## config.mk

```make
export PLATFORM = sky130hd
export DESIGN_NAME = uart_tx_fifo_flat
export DESIGN_NICKNAME = d
export VERILOG_FILES = /design/src/rtl/uart_pkg.sv /design/src/rtl/uart_tx_fifo_if.sv /design/src/rtl/uart_sync_fifo.sv /design/src/rtl/uart_tx_fifo.sv /design/src/flat_wrapper.sv
export SDC_FILE = /design/constraint.sdc
export NUM_CORES = 1
export LEC_CHECK = 0
export ABC_AREA = 1
export CORE_MARGIN = 10
export CORE_UTILIZATION = 40
export CTS_BUF_LIST = sky130_fd_sc_hd__clkbuf_8
export DETAILED_ROUTE_END_ITERATION = 10
export MAX_ROUTING_LAYER = met4
export PLACE_DENSITY = 0.55
export SYNTH_ARGS = -nofsm -noshare
export SYNTH_HDL_FRONTEND = slang
export SYNTH_HIERARCHICAL = 1
export SYNTH_SLANG_ARGS = --single-unit
```

## constraint.sdc

```tcl
create_clock -name i_wb_clk -period 2.7 [get_ports i_wb_clk]
set_input_delay 0.54 -clock i_wb_clk [delete_from_list [all_inputs] [get_ports i_wb_clk]]
set_output_delay 0.54 -clock i_wb_clk [all_outputs]
set_load 0.02 [all_outputs]
```

## src/rtl/uart_pkg.sv

```systemverilog
// Shared types and constants for the UART transmit stage.
// UART_TX_PARITY_EN adds the even-parity helper used by the 8E1 frame.
package uart_pkg;

  typedef enum logic [2:0] {
    IDLE   = 3'd0,
    START  = 3'd1,
    DATA   = 3'd2,
    STOP   = 3'd3,
    PARITY = 3'd4
  } tx_state_t;

  localparam int   DATA_BITS   = 8;
  localparam logic IDLE_LEVEL  = 1'b1;
  localparam logic START_LEVEL = 1'b0;

`ifdef UART_TX_PARITY_EN
  function automatic logic even_parity(input logic [DATA_BITS-1:0] data);
    return ^data;
  endfunction
`endif

endpackage

```

## src/rtl/uart_tx_fifo_if.sv

```systemverilog
// Byte handshake between the UART-to-Wishbone bridge (master) and the TX stage (slave).
interface uart_tx_fifo_if;
  logic [7:0] uart_tx_dat;
  logic       uart_tx_trigger;
  logic       uart_tx_ready_to_send;

  modport master (
    output uart_tx_dat,
    output uart_tx_trigger,
    input  uart_tx_ready_to_send
  );

  modport slave (
    input  uart_tx_dat,
    input  uart_tx_trigger,
    output uart_tx_ready_to_send
  );
endinterface

```

## src/rtl/uart_sync_fifo.sv

```systemverilog
// Single-clock FIFO with registered storage; rd_data always shows the head entry,
// so a consumer can latch it on the same edge that pops it.
module uart_sync_fifo #(
  parameter int WIDTH   = 8,
  parameter int DEPTH   = 8,
  parameter int LEVEL_W = $clog2(DEPTH) + 1
) (
  input  logic               clk,
  input  logic               rst,
  input  logic               push,
  input  logic               pop,
  input  logic [WIDTH-1:0]   wr_data,
  output logic [WIDTH-1:0]   rd_data,
  output logic               full,
  output logic               empty,
  output logic [LEVEL_W-1:0] level
);

  localparam int PTR_W = $clog2(DEPTH);

  logic [WIDTH-1:0]   mem_r [DEPTH];
  logic [PTR_W-1:0]   wr_ptr_r;
  logic [PTR_W-1:0]   rd_ptr_r;
  logic [LEVEL_W-1:0] level_r;
  logic               push_ok_s;
  logic               pop_ok_s;

  // Fullness is judged on the pre-edge level, so a same-edge pop never frees room for a push.
  assign full      = (level_r == LEVEL_W'(DEPTH));
  assign empty     = (level_r == {LEVEL_W{1'b0}});
  assign push_ok_s = push && !full;
  assign pop_ok_s  = pop && !empty;
  assign rd_data   = mem_r[rd_ptr_r];
  assign level     = level_r;

  // Storage write port
  always_ff @(posedge clk) begin
    if (push_ok_s) begin
      mem_r[wr_ptr_r] <= wr_data;
    end
  end

  // Pointers and occupancy
  always_ff @(posedge clk) begin
    if (rst) begin
      wr_ptr_r <= {PTR_W{1'b0}};
      rd_ptr_r <= {PTR_W{1'b0}};
      level_r  <= {LEVEL_W{1'b0}};
    end else begin
      if (push_ok_s) begin
        wr_ptr_r <= wr_ptr_r + PTR_W'(1);
      end
      if (pop_ok_s) begin
        rd_ptr_r <= rd_ptr_r + PTR_W'(1);
      end
      case ({push_ok_s, pop_ok_s})
        2'b10:   level_r <= level_r + LEVEL_W'(1);
        2'b01:   level_r <= level_r - LEVEL_W'(1);
        default: level_r <= level_r;
      endcase
    end
  end

endmodule

```

## src/rtl/uart_tx_fifo.sv

```systemverilog
// Buffered UART transmitter: 8-entry FIFO feeding an 8N1 serialiser.
// Define UART_TX_PARITY_EN to insert an even-parity bit (8E1 framing).
module uart_tx_fifo
  import uart_pkg::*;
#(
  parameter int CLKS_PER_BIT = 434,
  parameter int FIFO_DEPTH   = 8,
  parameter int LEVEL_W      = $clog2(FIFO_DEPTH) + 1
) (
  input  logic               i_wb_clk,
  input  logic               i_wb_rst,
  uart_tx_fifo_if.slave      tx_bus,
  output logic               o_uart_tx,
  output logic               o_busy,
  output logic [LEVEL_W-1:0] o_fifo_level,
  output logic               o_overflow
);

  localparam int CNT_W = $clog2(CLKS_PER_BIT);
  localparam int IDX_W = $clog2(DATA_BITS);

  tx_state_t              state_r;
  logic [CNT_W-1:0]       baud_cnt_r;
  logic [IDX_W-1:0]       bit_idx_r;
  logic [DATA_BITS-1:0]   shift_r;
  logic                   tx_r;
  logic                   busy_r;
  logic                   overflow_r;
`ifdef UART_TX_PARITY_EN
  logic                   parity_r;
`endif

  logic                   baud_last_s;
  logic                   fifo_pop_s;
  logic                   fifo_full_s;
  logic                   fifo_empty_s;
  logic [DATA_BITS-1:0]   fifo_rd_data_s;
  logic [LEVEL_W-1:0]     fifo_level_s;

  uart_sync_fifo #(
    .WIDTH   (DATA_BITS),
    .DEPTH   (FIFO_DEPTH),
    .LEVEL_W (LEVEL_W)
  ) u_fifo (
    .clk     (i_wb_clk),
    .rst     (i_wb_rst),
    .push    (tx_bus.uart_tx_trigger),
    .pop     (fifo_pop_s),
    .wr_data (tx_bus.uart_tx_dat),
    .rd_data (fifo_rd_data_s),
    .full    (fifo_full_s),
    .empty   (fifo_empty_s),
    .level   (fifo_level_s)
  );

  // Popping on the last STOP cycle chains frames with no idle gap.
  assign baud_last_s = (baud_cnt_r == CNT_W'(CLKS_PER_BIT - 1));
  assign fifo_pop_s  = !fifo_empty_s &&
                       ((state_r == IDLE) || ((state_r == STOP) && baud_last_s));

  assign tx_bus.uart_tx_ready_to_send = !fifo_full_s;
  assign o_uart_tx    = tx_r;
  assign o_busy       = busy_r;
  assign o_fifo_level = fifo_level_s;
  assign o_overflow   = overflow_r;

  // Serialiser FSM, baud counter and registered status flags
  always_ff @(posedge i_wb_clk) begin
    if (i_wb_rst) begin
      state_r    <= IDLE;
      baud_cnt_r <= {CNT_W{1'b0}};
      bit_idx_r  <= {IDX_W{1'b0}};
      shift_r    <= {DATA_BITS{1'b0}};
      tx_r       <= IDLE_LEVEL;
      busy_r     <= 1'b0;
      overflow_r <= 1'b0;
`ifdef UART_TX_PARITY_EN
      parity_r   <= 1'b0;
`endif
    end else begin
      overflow_r <= tx_bus.uart_tx_trigger && fifo_full_s;
      busy_r     <= (state_r != IDLE) || !fifo_empty_s;

      case (state_r)
        IDLE: begin
          if (fifo_pop_s) begin
            shift_r    <= fifo_rd_data_s;
`ifdef UART_TX_PARITY_EN
            parity_r   <= even_parity(fifo_rd_data_s);
`endif
            tx_r       <= START_LEVEL;
            baud_cnt_r <= {CNT_W{1'b0}};
            state_r    <= START;
          end else begin
            tx_r <= IDLE_LEVEL;
          end
        end

        START: begin
          if (baud_last_s) begin
            tx_r       <= shift_r[0];
            baud_cnt_r <= {CNT_W{1'b0}};
            bit_idx_r  <= {IDX_W{1'b0}};
            state_r    <= DATA;
          end else begin
            baud_cnt_r <= baud_cnt_r + CNT_W'(1);
          end
        end

        DATA: begin
          if (baud_last_s) begin
            baud_cnt_r <= {CNT_W{1'b0}};
            if (bit_idx_r == IDX_W'(DATA_BITS - 1)) begin
`ifdef UART_TX_PARITY_EN
              tx_r    <= parity_r;
              state_r <= PARITY;
`else
              tx_r    <= IDLE_LEVEL;
              state_r <= STOP;
`endif
            end else begin
              shift_r   <= shift_r >> 1;
              tx_r      <= shift_r[1];
              bit_idx_r <= bit_idx_r + IDX_W'(1);
            end
          end else begin
            baud_cnt_r <= baud_cnt_r + CNT_W'(1);
          end
        end

`ifdef UART_TX_PARITY_EN
        PARITY: begin
          if (baud_last_s) begin
            tx_r       <= IDLE_LEVEL;
            baud_cnt_r <= {CNT_W{1'b0}};
            state_r    <= STOP;
          end else begin
            baud_cnt_r <= baud_cnt_r + CNT_W'(1);
          end
        end
`endif

        STOP: begin
          if (baud_last_s) begin
            baud_cnt_r <= {CNT_W{1'b0}};
            if (fifo_pop_s) begin
              shift_r  <= fifo_rd_data_s;
`ifdef UART_TX_PARITY_EN
              parity_r <= even_parity(fifo_rd_data_s);
`endif
              tx_r     <= START_LEVEL;
              state_r  <= START;
            end else begin
              tx_r    <= IDLE_LEVEL;
              state_r <= IDLE;
            end
          end else begin
            baud_cnt_r <= baud_cnt_r + CNT_W'(1);
          end
        end

        default: begin
          tx_r       <= IDLE_LEVEL;
          baud_cnt_r <= {CNT_W{1'b0}};
          state_r    <= IDLE;
        end
      endcase
    end
  end

endmodule

```

## src/flat_wrapper.sv

```systemverilog
// flat-port wrapper written by rule: the top's interface ports become plain ports
module uart_tx_fifo_flat import uart_pkg::*;
#(
  parameter int CLKS_PER_BIT = 434,
  parameter int FIFO_DEPTH   = 8,
  parameter int LEVEL_W      = $clog2(FIFO_DEPTH) + 1
)
  (i_wb_clk, i_wb_rst, o_uart_tx, o_busy, o_fifo_level, o_overflow, tx_bus_uart_tx_dat, tx_bus_uart_tx_trigger, tx_bus_uart_tx_ready_to_send);
  uart_tx_fifo_if tx_bus_i ();
  input  logic i_wb_clk;
  input  logic i_wb_rst;
  output logic o_uart_tx;
  output logic o_busy;
  output logic [LEVEL_W-1:0] o_fifo_level;
  output logic o_overflow;
  input wire logic [$bits(tx_bus_i.uart_tx_dat)-1:0] tx_bus_uart_tx_dat;
  input wire logic [$bits(tx_bus_i.uart_tx_trigger)-1:0] tx_bus_uart_tx_trigger;
  output wire logic [$bits(tx_bus_i.uart_tx_ready_to_send)-1:0] tx_bus_uart_tx_ready_to_send;
  assign tx_bus_i.uart_tx_dat = tx_bus_uart_tx_dat;
  assign tx_bus_i.uart_tx_trigger = tx_bus_uart_tx_trigger;
  assign tx_bus_uart_tx_ready_to_send = tx_bus_i.uart_tx_ready_to_send;
  uart_tx_fifo #(.CLKS_PER_BIT(CLKS_PER_BIT), .FIFO_DEPTH(FIFO_DEPTH), .LEVEL_W(LEVEL_W)) u_core (.i_wb_clk(i_wb_clk), .i_wb_rst(i_wb_rst), .tx_bus(tx_bus_i), .o_uart_tx(o_uart_tx), .o_busy(o_busy), .o_fifo_level(o_fifo_level), .o_overflow(o_overflow));
endmodule
```

Figure 1. Wires at chosen ports, followed through buffers.
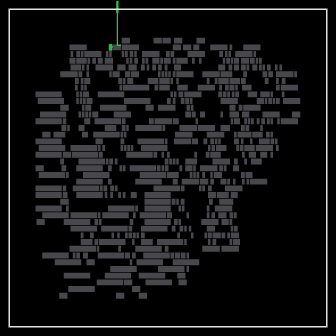
Key: tx_bus_uart_tx_ready_to_send = green [bits 1, direction output, end cells 1, buffers 1, wire 16.1 um]
I/O pin count: 19
Port Buffer Count: 18

==> flow_summary.toml <==
# generated from flow reports
[clocking]
ctsHoldBuffers = 0
cts_sinks = 102
clock-root-buffer = "clkbuf_8"
cts_tree = "built"

[logic_synthesis]
yosys_area_mm2 = 0.004667
synth-adder-area-share_pct = 3.485
yosys.area_share.aoi_pct = 11.05
synth-edff-count = 64
yosysWarnings = 6
ys.flops = 102
synth_top_cell_by_count = "nand2_1"
fp_nets = 487

[final_timing]
post-route-period-util_pct = 90.95
setup_slack_ps = 244.4
fin_tns_setup_ps = 0
slew_headroom_pct = 64.62
hold_viol = 0
worstMarginPinSlew_ps = 530.1

[setup_path]
max_stage_delay_ps = 350
startpoint = "u_core/state_r[0]"
path_common_cell = "inv_1"
ff2ff_path_depth = 17
crit_end = "u_core/u_fifo/level[2]"
worst_path_max_delay_cell = "dfxtp_1"
path_max_fanout = 6

[cells_and_area]
comb_area_share_pct = 32.65
logic_gate_count = 305

[placement]
place_inst = 623
dpl_cell_area_mm2 = 0.004986
gp_congestion = 0.8261

[floorplan]
die_y_um = 128.0

[pwr]
clockPowerShare_pct = 19.1
swShare_pct = 38.71
vdd_ir_drop_max_uv = 557.9
switching_power_w = 0.001806

[detailed_routing]
drc = 0
avgViaCountPerCell = 4.870

[worst_hold_path]
hp-start = "u_core/bit_idx_r[2]"
hold_path_class = "register to register"

[global_routing]
grt_pass1_wl_um = 14830
grtUsageTotal_pct = 11.67
grt_remaining_overflow = 0

[outcome]
outcome = "completed"
Figure 2. Placement density heat map.
13 x 13 tiles, from black (low) to pale yellow (high), 0 to 100% covered.
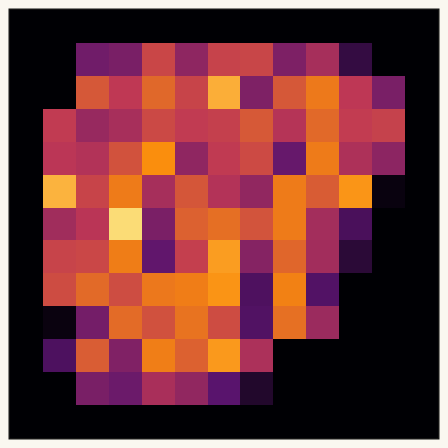
The mean over all tiles is 31%. The emptiest ninth of the die: lower right. 4.7% of the tiles are over 75% full.
Final Util: 45.31%
core area: 0.01142 mm^2

## power by group through the flow
stage	clock network [W]	registers [W]	logic [W]
global placement	0	0.00196	0.00182
finish	0.000893	0.00193	0.00184
floorplan	0	0.00201	0.00144
detailed placement	0	0.00197	0.00184
global route	0.000999	0.00196	0.00208
CTS	0.000940	0.00193	0.00185
## routing by layer
metal | global-route usage [%] | up-vias | share of wire (%)
met4 | 3.841 | 0 | 1.3
li1 | - | 1632 | -
met1 | 14.32 | 1443 | 47
met5 | - | - | 0
met3 | 3.598 | 8 | 3.2
met2 | 17.95 | 29 | 48
Power figures rest on the tool's default switching activity, not on a simulated workload.
